===== src/rtl/uartlite_pkg.sv =====
// Shared UART-lite definitions: common widths, defaults and the TX scheduler state encoding.
package uartlite_pkg;

  localparam int unsigned UART_DATA_WIDTH     = 8;
  localparam int unsigned TX_BUSY_TIMEOUT_DEF = 64;

  typedef enum logic [2:0] {
    IDLE    = 3'd0,
    POP     = 3'd1,
    WAIT_RD = 3'd2,
    START   = 3'd3,
    WAIT_HI = 3'd4,
    WAIT_LO = 3'd5,
    FLUSH   = 3'd6
  } tx_sched_state_e;

endpackage


===== src/rtl/uart_tx_sched.sv =====
// Drains the TX byte FIFO into the serializer one byte at a time, with flush,
// done interrupt, sticky start-acknowledge timeout and a wrapping byte counter.
module uart_tx_sched
  import uartlite_pkg::*;
#(
  parameter int unsigned DATA_WIDTH   = UART_DATA_WIDTH,
  parameter int unsigned CNT_WIDTH    = 16,
  parameter int unsigned BUSY_TIMEOUT = TX_BUSY_TIMEOUT_DEF
) (
  input  logic                  clk,
  input  logic                  rst,
  input  logic                  tx_enable,
  input  logic                  flush_req,
  input  logic                  err_clr,
  input  logic                  fifo_empty,
  output logic                  fifo_rd_en,
  input  logic                  fifo_rd_valid,
  input  logic [DATA_WIDTH-1:0] fifo_data,
  output logic [DATA_WIDTH-1:0] tx_data,
  output logic                  tx_start,
  input  logic                  tx_busy,
  output logic                  flush_busy,
  output logic                  tx_irq,
  output logic                  err_timeout,
  output logic [CNT_WIDTH-1:0]  bytes_sent
);

  localparam int unsigned TO_WIDTH = $clog2(BUSY_TIMEOUT);
  // Last WAIT_HI count before the counter would reach BUSY_TIMEOUT-1.
  localparam logic [TO_WIDTH-1:0] TO_LAST = TO_WIDTH'(BUSY_TIMEOUT - 2);

  tx_sched_state_e       state_q, state_d;
  logic [DATA_WIDTH-1:0] tx_data_q, tx_data_d;
  logic                  tx_start_q, tx_start_d;
  logic                  flush_busy_q, flush_busy_d;
  logic                  tx_irq_q, tx_irq_d;
  logic                  err_q, err_d;
  logic                  err_set;
  logic [CNT_WIDTH-1:0]  bytes_q, bytes_d;
  logic [TO_WIDTH-1:0]   to_q, to_d;

  // Next-state, capture, counters and registered-output decode.
  always_comb begin
    state_d   = state_q;
    tx_data_d = tx_data_q;
    bytes_d   = bytes_q;
    to_d      = to_q;
    tx_irq_d  = 1'b0;
    err_set   = 1'b0;

    unique case (state_q)
      IDLE: begin
        if (flush_req) begin
          state_d = FLUSH;
        end else if (tx_enable && !fifo_empty && !tx_busy) begin
          state_d = POP;
        end
      end
      POP: state_d = WAIT_RD;
      WAIT_RD: begin
        if (fifo_rd_valid) begin
          tx_data_d = fifo_data;
          state_d   = START;
        end
      end
      START: begin
        to_d    = '0;
        state_d = WAIT_HI;
      end
      WAIT_HI: begin
        if (tx_busy) begin
          state_d = WAIT_LO;
        end else begin
          to_d = to_q + TO_WIDTH'(1);
          if (to_q == TO_LAST) begin
            err_set = 1'b1;
            state_d = IDLE;
          end
        end
      end
      WAIT_LO: begin
        if (!tx_busy) begin
          state_d  = IDLE;
          bytes_d  = bytes_q + CNT_WIDTH'(1);
          tx_irq_d = fifo_empty;
        end
      end
      FLUSH: begin
        if (fifo_empty && !fifo_rd_valid) begin
          state_d = IDLE;
        end
      end
      default: state_d = IDLE;
    endcase

    err_d        = err_set ? 1'b1 : (err_clr ? 1'b0 : err_q);
    tx_start_d   = (state_d == START);
    flush_busy_d = (state_d == FLUSH);
  end

  // Pop strobe follows live fifo_empty so a flush never over-reads the FIFO.
  always_comb begin
    fifo_rd_en = 1'b0;
    if (state_q == POP) begin
      fifo_rd_en = 1'b1;
    end else if (state_q == FLUSH) begin
      fifo_rd_en = !fifo_empty;
    end
  end

  always_ff @(posedge clk) begin
    if (!rst) begin
      state_q      <= IDLE;
      tx_data_q    <= '0;
      tx_start_q   <= 1'b0;
      flush_busy_q <= 1'b0;
      tx_irq_q     <= 1'b0;
      err_q        <= 1'b0;
      bytes_q      <= '0;
      to_q         <= '0;
    end else begin
      state_q      <= state_d;
      tx_data_q    <= tx_data_d;
      tx_start_q   <= tx_start_d;
      flush_busy_q <= flush_busy_d;
      tx_irq_q     <= tx_irq_d;
      err_q        <= err_d;
      bytes_q      <= bytes_d;
      to_q         <= to_d;
    end
  end

  assign tx_data     = tx_data_q;
  assign tx_start    = tx_start_q;
  assign flush_busy  = flush_busy_q;
  assign tx_irq      = tx_irq_q;
  assign err_timeout = err_q;
  assign bytes_sent  = bytes_q;

endmodule

===== config.mk =====
export PLATFORM = sky130hd
export DESIGN_NAME = uart_tx_sched
export DESIGN_NICKNAME = d
export VERILOG_FILES = /design/src/rtl/uartlite_pkg.sv /design/src/rtl/uart_tx_sched.sv
export SDC_FILE = /design/constraint.sdc
export NUM_CORES = 1
export LEC_CHECK = 0
export CAP_MARGIN = 20
export CORE_AREA = 2 2 69 71
export CTS_CLUSTER_DIAMETER = 200
export DETAILED_ROUTE_END_ITERATION = 6
export DIE_AREA = 0 0 71 73
export DONT_BUFFER_PORTS = 1
export GPL_TIMING_DRIVEN = 0
export PLACE_DENSITY = 0.62
export REMOVE_ABC_BUFFERS = 1
export SLEW_MARGIN = 5
export SYNTH_ARGS = -nofsm -noshare
export SYNTH_HDL_FRONTEND = slang
export SYNTH_SLANG_ARGS = --single-unit
export TNS_END_PERCENT = 1

===== constraint.sdc =====
create_clock -name clk -period 4.1 [get_ports clk]
set_clock_uncertainty 0.2 [all_clocks]
set_input_delay 1.23 -clock clk [delete_from_list [all_inputs] [get_ports clk]]
set_output_delay 1.23 -clock clk [all_outputs]
set_load 0.05 [all_outputs]

**Signal wires by layer**

Bar = 20 um.
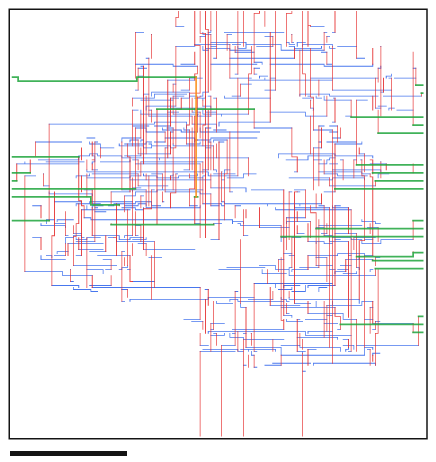
[orange] M4 | wire length: 20.4 um
[blue] M1 | wire length: 1650 um
[green] M3 | wire length: 283 um
[red] M2 | wire length: 1620 um

**Cell placement**

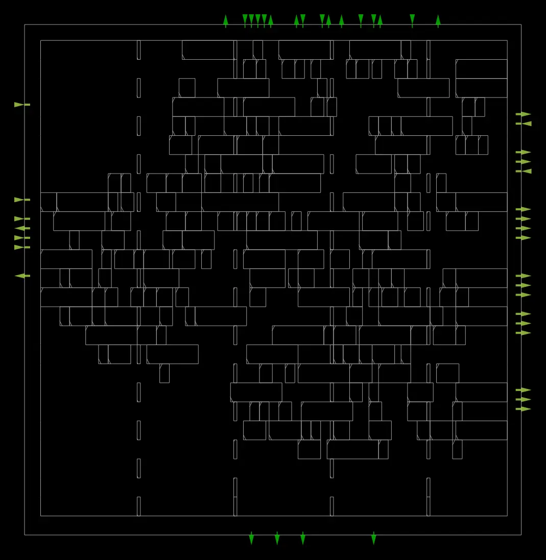
Seq/total area: 0.399
Rows: 25
fillers: 459
final core utilization: 0.409
core area: 4540 um2

**Nets reached from selected ports**

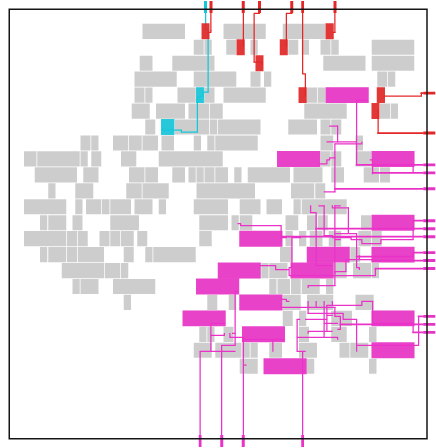
[red] fifo_data | bits: 8 | direction: input | edge: 6 top, 2 right | end cells: 8 | buffers: 0 | wire: 65.8 um
[cyan] fifo_rd_valid | bits: 1 | direction: input | edge: top | end cells: 2 | buffers: 0 | wire: 29.5 um
[magenta] bytes_sent | bits: 16 | direction: output | edge: 12 right, 4 bottom | end cells: 16 | buffers: 0 | wire: 508 um

**Pin map**

Pins as bars across the die edge, other pins in grey.
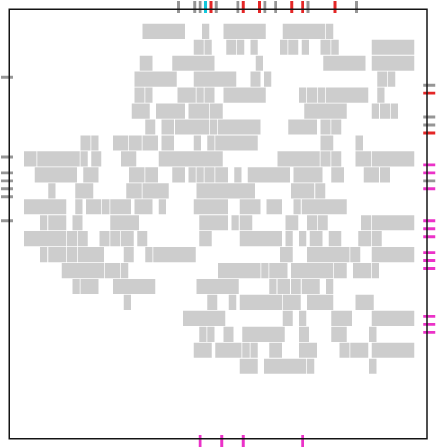
[red] fifo_data | pins: 8 | direction: input | edge: 6 top, 2 right
[magenta] bytes_sent | pins: 16 | direction: output | edge: 12 right, 4 bottom
[cyan] fifo_rd_valid | pins: 1 | direction: input | edge: top
all pins by edge: 18 right, 16 top, 7 left, 4 bottom

**Clock distribution**

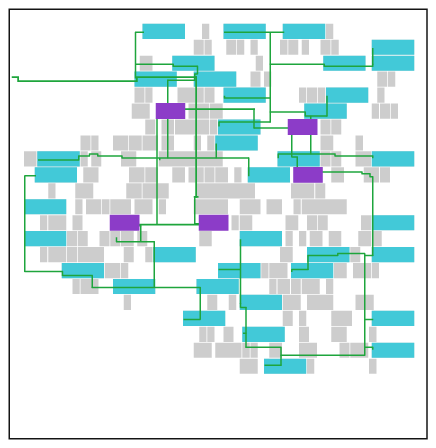
[green] clock wires | length: 508 um
[cyan] flip-flops | count: 37
[purple] clock-net drivers | count: 5
flops lie: widely spread
routed clock nets: 6

==> results.json <==
{
  "drt-total-wl_um": 3570,
  "syn_area_um2": 1690,
  "finalCritPeriodShare": 0.850,
  "maxSlewViolCount": 0,
  "powerDensity_nw_per_um2": 432,
  "n_all_inverters": 3,
  "ys_cells": 199,
  "stdcell_count": 253,
  "synth_warnings": 0,
  "final-seq-area_um2": 741,
  "holdWs_ps": 321,
  "ys_seq_frac": 0.437,
  "reg2reg_from": "bytes_sent[4]",
  "log.warning_count": 26,
  "chipArea_um2": 5180,
  "max_slew_margin": 0.356,
  "whs_path_depth": 2,
  "seq_cells": 37,
  "nNonClkBuffers": 1,
  "comb_share": 0.498,
  "insertion_delay_ps": 280,
  "nMultiInputCombCells": 151,
  "grt_max_degree": 28,
  "grt_pass1_wl_um": 5880,
  "cts_buffer_depth": 2,
  "largest_register_ffs": 16,
  "compound_area_frac": 0.121,
  "rsz0062_at_grt": "false",
  "p_int_mw": 0.581,
  "wl_per_cell_um": 14.1,
  "outcome": "finished clean",
  "pwr-share-clk": 0.379,
  "numSynthFlops": 37,
  "critPathLaunchType": "input pin",
  "finalSetupViolCount": 0,
  "logic_family": "simple AND/OR/NAND/NOR gates",
  "ys_sh_mux": 0.00591,
  "edf_count": 0,
  "cts-root-buf": "clkbuf_8"
}
Power and IR drop assume default switching activity.
